## src/rtl/bsg_rr_arb_one_hot_hold.sv

```systemverilog
// bsg_rr_arb_one_hot_hold
// Registered round-robin arbiter. It turns a request vector into a one-hot
// grant and holds that grant until the consumer accepts it with yumi_i.
// The round-robin pointer moves only when a grant is accepted. grants_o is
// always all-zero or exactly one-hot, so it can drive a one-hot encoder
// directly.
//
// Optional build macro: BSG_RR_ARB_ONE_HOT_HOLD_ASSERT_EN
//   When defined, simulation-only protocol checks are compiled in.
//   When undefined, no checks are present and behaviour is unchanged.

module bsg_rr_arb_one_hot_hold #(
    parameter int width_p = 4
) (
    input  logic               clk_i,
    input  logic               reset_n_i,
    input  logic [width_p-1:0] reqs_i,
    output logic [width_p-1:0] grants_o,
    output logic               v_o,
    input  logic               yumi_i
);

    // Pointer width; a single requester still gets a 1-bit pointer.
    localparam int LAST_W = (width_p == 1) ? 1 : $clog2(width_p);
    localparam logic [LAST_W-1:0] LAST_MAX = LAST_W'(width_p - 1);

    typedef enum logic {
        IDLE  = 1'b0,
        GRANT = 1'b1
    } state_t;

    state_t              r_state;
    logic [width_p-1:0]  r_grants;
    logic                r_v;
    logic [LAST_W-1:0]   r_last;

    logic [LAST_W-1:0]   w_grant_idx;
    logic [LAST_W-1:0]   w_ptr;
    logic [LAST_W-1:0]   w_start;
    logic [width_p-1:0]  w_pick;
    logic                w_accept;

    // A yumi only counts while a grant is actually held.
    assign w_accept = (r_state == GRANT) && yumi_i;

    // Binary index of the currently held one-hot grant.
    always_comb begin
        w_grant_idx = '0;
        for (int i = 0; i < width_p; i++) begin
            if (r_grants[i]) begin
                w_grant_idx = LAST_W'(i);
            end
        end
    end

    // Pointer used by this cycle's pick: on acceptance the search restarts
    // just past the index being accepted, without waiting for r_last.
    always_comb begin
        w_ptr = w_accept ? w_grant_idx : r_last;
    end

    // Start index = (pointer + 1) mod width_p, with an explicit wrap so
    // non-power-of-two widths behave correctly.
    always_comb begin
        w_start = (w_ptr == LAST_MAX) ? '0 : (w_ptr + LAST_W'(1));
    end

    // Round-robin pick: search upward from w_start and take the first set
    // request, so the result is zero or one-hot.
    always_comb begin
        int  j_idx;
        logic found;
        w_pick = '0;
        found  = 1'b0;
        j_idx  = 0;
        for (int k = 0; k < width_p; k++) begin
            j_idx = int'(w_start) + k;
            if (j_idx >= width_p) begin
                j_idx = j_idx - width_p;
            end
            if (!found && reqs_i[j_idx]) begin
                w_pick[j_idx] = 1'b1;
                found         = 1'b1;
            end
        end
    end

    // Arbitration FSM: registers grant, valid and pointer together.
    always_ff @(posedge clk_i) begin
        if (!reset_n_i) begin
            r_state  <= IDLE;
            r_grants <= '0;
            r_v      <= 1'b0;
            r_last   <= LAST_MAX;
        end else begin
            case (r_state)
                IDLE: begin
                    if (|reqs_i) begin
                        r_grants <= w_pick;
                        r_v      <= 1'b1;
                        r_state  <= GRANT;
                    end
                end
                GRANT: begin
                    if (yumi_i) begin
                        r_last <= w_grant_idx;
                        if (|reqs_i) begin
                            // Back-to-back grant using the updated pointer.
                            r_grants <= w_pick;
                            r_v      <= 1'b1;
                            r_state  <= GRANT;
                        end else begin
                            r_grants <= '0;
                            r_v      <= 1'b0;
                            r_state  <= IDLE;
                        end
                    end
                end
                default: begin
                    r_state  <= IDLE;
                    r_grants <= '0;
                    r_v      <= 1'b0;
                end
            endcase
        end
    end

    assign grants_o = r_grants;
    assign v_o      = r_v;

`ifdef BSG_RR_ARB_ONE_HOT_HOLD_ASSERT_EN
    logic [width_p-1:0] r_grants_prev;
    logic               r_v_prev;
    logic               r_yumi_prev;
    logic               r_prev_ok;

    // Remember the previous cycle's handshake to detect an unaccepted change.
    always_ff @(posedge clk_i) begin
        r_grants_prev <= grants_o;
        r_v_prev      <= v_o;
        r_yumi_prev   <= yumi_i;
        r_prev_ok     <= reset_n_i;
    end

    // Protocol checks, only while out of reset.
    always @(posedge clk_i) begin
        if (reset_n_i) begin
            if (yumi_i && !v_o) begin
                $error("yumi_i asserted while v_o is low");
            end
            if ((grants_o & (grants_o - 1'b1)) != '0) begin
                $error("grants_o is not zero or one-hot: %b", grants_o);
            end
            if (r_prev_ok && r_v_prev && !r_yumi_prev
                && (grants_o != r_grants_prev)) begin
                $error("grants_o changed without acceptance: %b -> %b",
                       r_grants_prev, grants_o);
            end
        end
    end
`endif

endmodule

```

## config.mk

```make
export PLATFORM = sky130hd
export DESIGN_NAME = bsg_rr_arb_one_hot_hold
export DESIGN_NICKNAME = d
export VERILOG_FILES = /design/src/rtl/bsg_rr_arb_one_hot_hold.sv
export SDC_FILE = /design/constraint.sdc
export NUM_CORES = 1
export LEC_CHECK = 0
export CAP_MARGIN = 20
export CORE_UTILIZATION = 40
export CTS_BUF_LIST = sky130_fd_sc_hd__clkbuf_4
export DETAILED_ROUTE_END_ITERATION = 6
export PLACE_DENSITY_LB_ADDON = 0.2
export SLEW_MARGIN = 20
export SYNTH_ARGS = -nofsm -noshare
export SYNTH_HDL_FRONTEND = slang
export SYNTH_SLANG_ARGS = --single-unit
export TNS_END_PERCENT = 20
```

## constraint.sdc

```tcl
create_clock -name clk_i -period 2.78 [get_ports clk_i]
set_clock_uncertainty 0.05 [all_clocks]
set_input_delay 0.278 -clock clk_i [delete_from_list [all_inputs] [get_ports clk_i]]
set_output_delay 0.278 -clock clk_i [all_outputs]
set_load 0.005 [all_outputs]
```

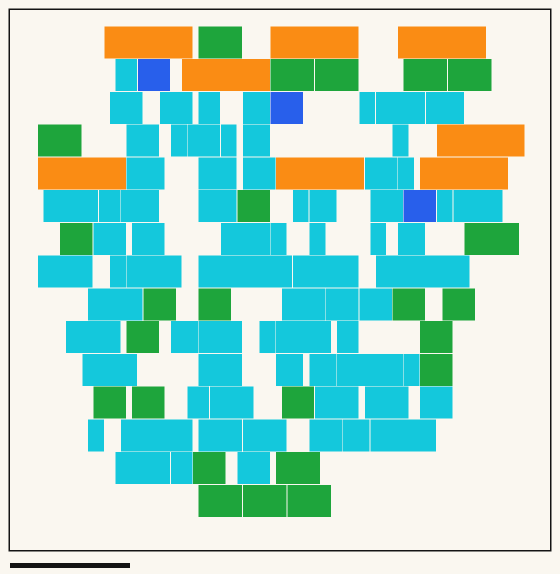
*Cell classes on the final placement*
Bar = 10 um.
class	color	cells
registers	orange	8
remaining logic cells	cyan	72
clock-net drivers	blue	3
remaining buffers and delay cells	green	24

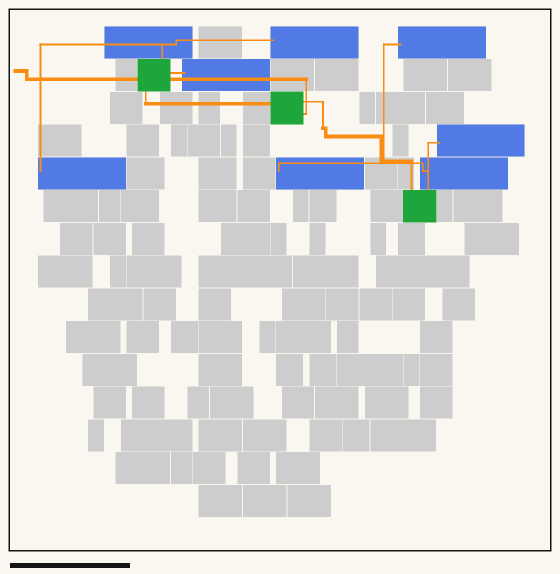
*Clock distribution*
Bar = 10 um.
[clock-net drivers] green | count: 3
[flip-flops] blue | count: 8
[clock wires] orange | length: 127 um
routed clock nets	4

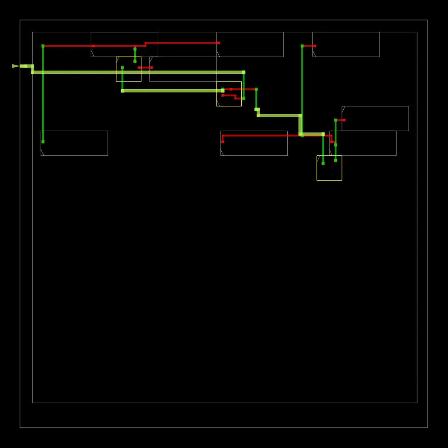
*The clock network*
clock buffers: 3
flop count: 8

==> results.txt <==
flow finished, numbers: GRT Total Usage between 20% and 30%, I/O Buffers 11, Layout area overhead 39.4%, internal power 316 uW, Crit-path slowest cell dfxtp_1, initial drt markers 14, vias in the first global route 662, die width 44.9 um, Cell Type Count 31, VDD IR max 0.289 mV, clock root buffer clkbuf_4, WS Path Type register to register, yosys warning tally 0, tool warnings 32, yosys cell count 80, CTS buffer count 3, Synth Net Count about 94, global-route wire length before repair 2990 um, CP dominant cell by count buf_4, Avg Cell Area, Syn 9.18 um2, final core occ 59.3%, die height 44.9 um, Net count, final 123, placed insts 129, num rows 15, delay-heaviest family, CP simple AND/OR/NAND/NOR gates, CTS tree built, fillcell total 165, final number of max-transition violations 0, YS chip area ~730 um2, Leakage Power 0.000433 uW, Synth Instances roughly 80, CP cell instances nor2b_1, o31ai_4, buf_4, buf_4, ha_1, nor2_1, buf_4, mux2i_1, mux2i_1, nor4_4, a22oi_1, nand3_1, CP arrival approximately 2.7 ns, grt ovf 0, Seq/Total Area, Yosys between 20% and 30%, Starting Density between 40% and 50%, total routed wirelength 1860 um, clock sink count 8, run status finished clean, Clk pin slew, worst setup/hold paths 0.05 ns, CTS Buffer Depth 2, Reg power frac a little under 30%, PnR Total Power 494 uW, Die Area 2010 um2, clock share of power 17.8%, Slew @ Worst Pin between 0.3 and 0.4 ns, Hold Path Class input port to register, Worst setup SP type register, Late-Pin Clk Latency 0.25 ns, initial antenna violation count 0, TritonRoute pass-1 iters 4, postcts setup bufs 0, Final Hold Viols 0, placed wire-length estimate ~1400 um, antenna diode count 0
timing repair:
action | CTS | global route
resized | 1 | 8
hold buffers | 0 | 0
pin swaps | 0 | 2
endpoints found under the setup margin | 3 | 4
power groups by stage:
| stage | clock network, uW | registers [uW] | logic [uW] |
|---|---|---|---|
| detailed placement | 0 | 145 | 250 |
| CTS | 93.0 | 142 | 253 |
| global placement | 0 | 143 | 248 |
| finish | 88.0 | 143 | 263 |
| global route | 98.8 | 144 | 284 |
| floorplan | 0 | 142 | 145 |
per-stage QoR:
step / area (um2) / setup TNS (ns) / setup slack, ns
global placement: 973 / -0.784 / -0.216
global route: 1020 / 0 / 0.00863
detailed placement: 973 / -0.980 / -0.256
finish: 1020 / 0 / 0.215
CTS: 998 / 0 / 0.00270
floorplan: 734 / 0 / 0.222
path summary, 6_finish.rpt:
| path | from | slack, ns | cells after the start | endpoint |
|---|---|---|---|---|
| setup reg to reg | grants_o[1]$_SDFFE_PN0P_ | 0.21 | 12 | grants_o[0]$_SDFFE_PN0P_ |
| setup / recovery | grants_o[1]$_SDFFE_PN0P_ | 0.21 | 12 | grants_o[0]$_SDFFE_PN0P_ |
| hold / removal | yumi_i | 0.46 | 3 | r_state$_SDFF_PN0_ |
| hold reg to reg | grants_o[0]$_SDFFE_PN0P_ | 0.46 | 2 | grants_o[0]$_SDFFE_PN0P_ |
logic make-up (layout without fill, tap and decap cells):
logic type | Yosys count | count (layout) | synth area share [%]
AND-OR/OR-AND | 24 | 24 | 26.2
adder cells (fa/ha/maj) | 7 | 7 | 11.9
buffers and inverters | 2 | 29 | 1.02
flip-flops | 8 | 8 | 21.8
multiplexers | 8 | 8 | 12.3
AND/OR/NAND/NOR | 31 | 31 | 26.7
per-layer routing:
metal	vias to the layer above	track usage (%)	part of all wire, %
met5	-	0	0
met4	0	3.64	0.75
met3	2	7.60	4.2
met2	15	33.2	49
met1	343	27.2	46
li1	372	-	-
cell usage after synthesis, drive strengths merged:
master	count	share of area, %
and4bb	1	1.7
and3	1	1.5
a21oi	1	0.68
or2	1	0.85
nor4	3	4.6
and2	1	0.85
nor2	8	4.1
nand4	1	0.85
nand3	3	2.0
a22oi	7	7.2
o21bai	1	1.0
a211oi	1	1.0
o211ai	1	1.0
a21boi	1	1.0
mux2	2	4.1
o21ai	3	2.0
o21a	2	2.0
inv	2	1.0
dfxtp	8	22
a21o	1	1.0
mux2i	6	8.2
o2111ai	4	4.8
nand2	6	3.4
o221a	1	1.5
nor2b	2	1.7
o31ai	1	2.9
nor4bb	3	4.1
ha	7	12
or4	1	1.0
placed cells by master (no fill, tap or decap), drive strengths merged, types with 4 or more instances in the layout:
cell type and instances:
dfxtp 8, ha 7, nand2 6, nor2 8, buf 13, clkdlybuf4s50 10
mux2i 6, a22oi 7, o2111ai 4
flip-flops by register name, summed over array words and instances (netlist names):
| signal | count |
|---|---|
| grants_o | 4 |
| r_last | 2 |
| r_state | 1 |
| v_o | 1 |
final cells by class:
cell class	count	area, um2	area share (%)
sequential	8	160	15.6
tap	25	31.3	3.06
clock buffer	3	22.5	2.20
inverter	2	7.51	0.733
multi-input combinational	70	592	57.8
timing repair buffer	24	210	20.5
Power figures rest on the tool's default switching activity, not on a simulated workload.
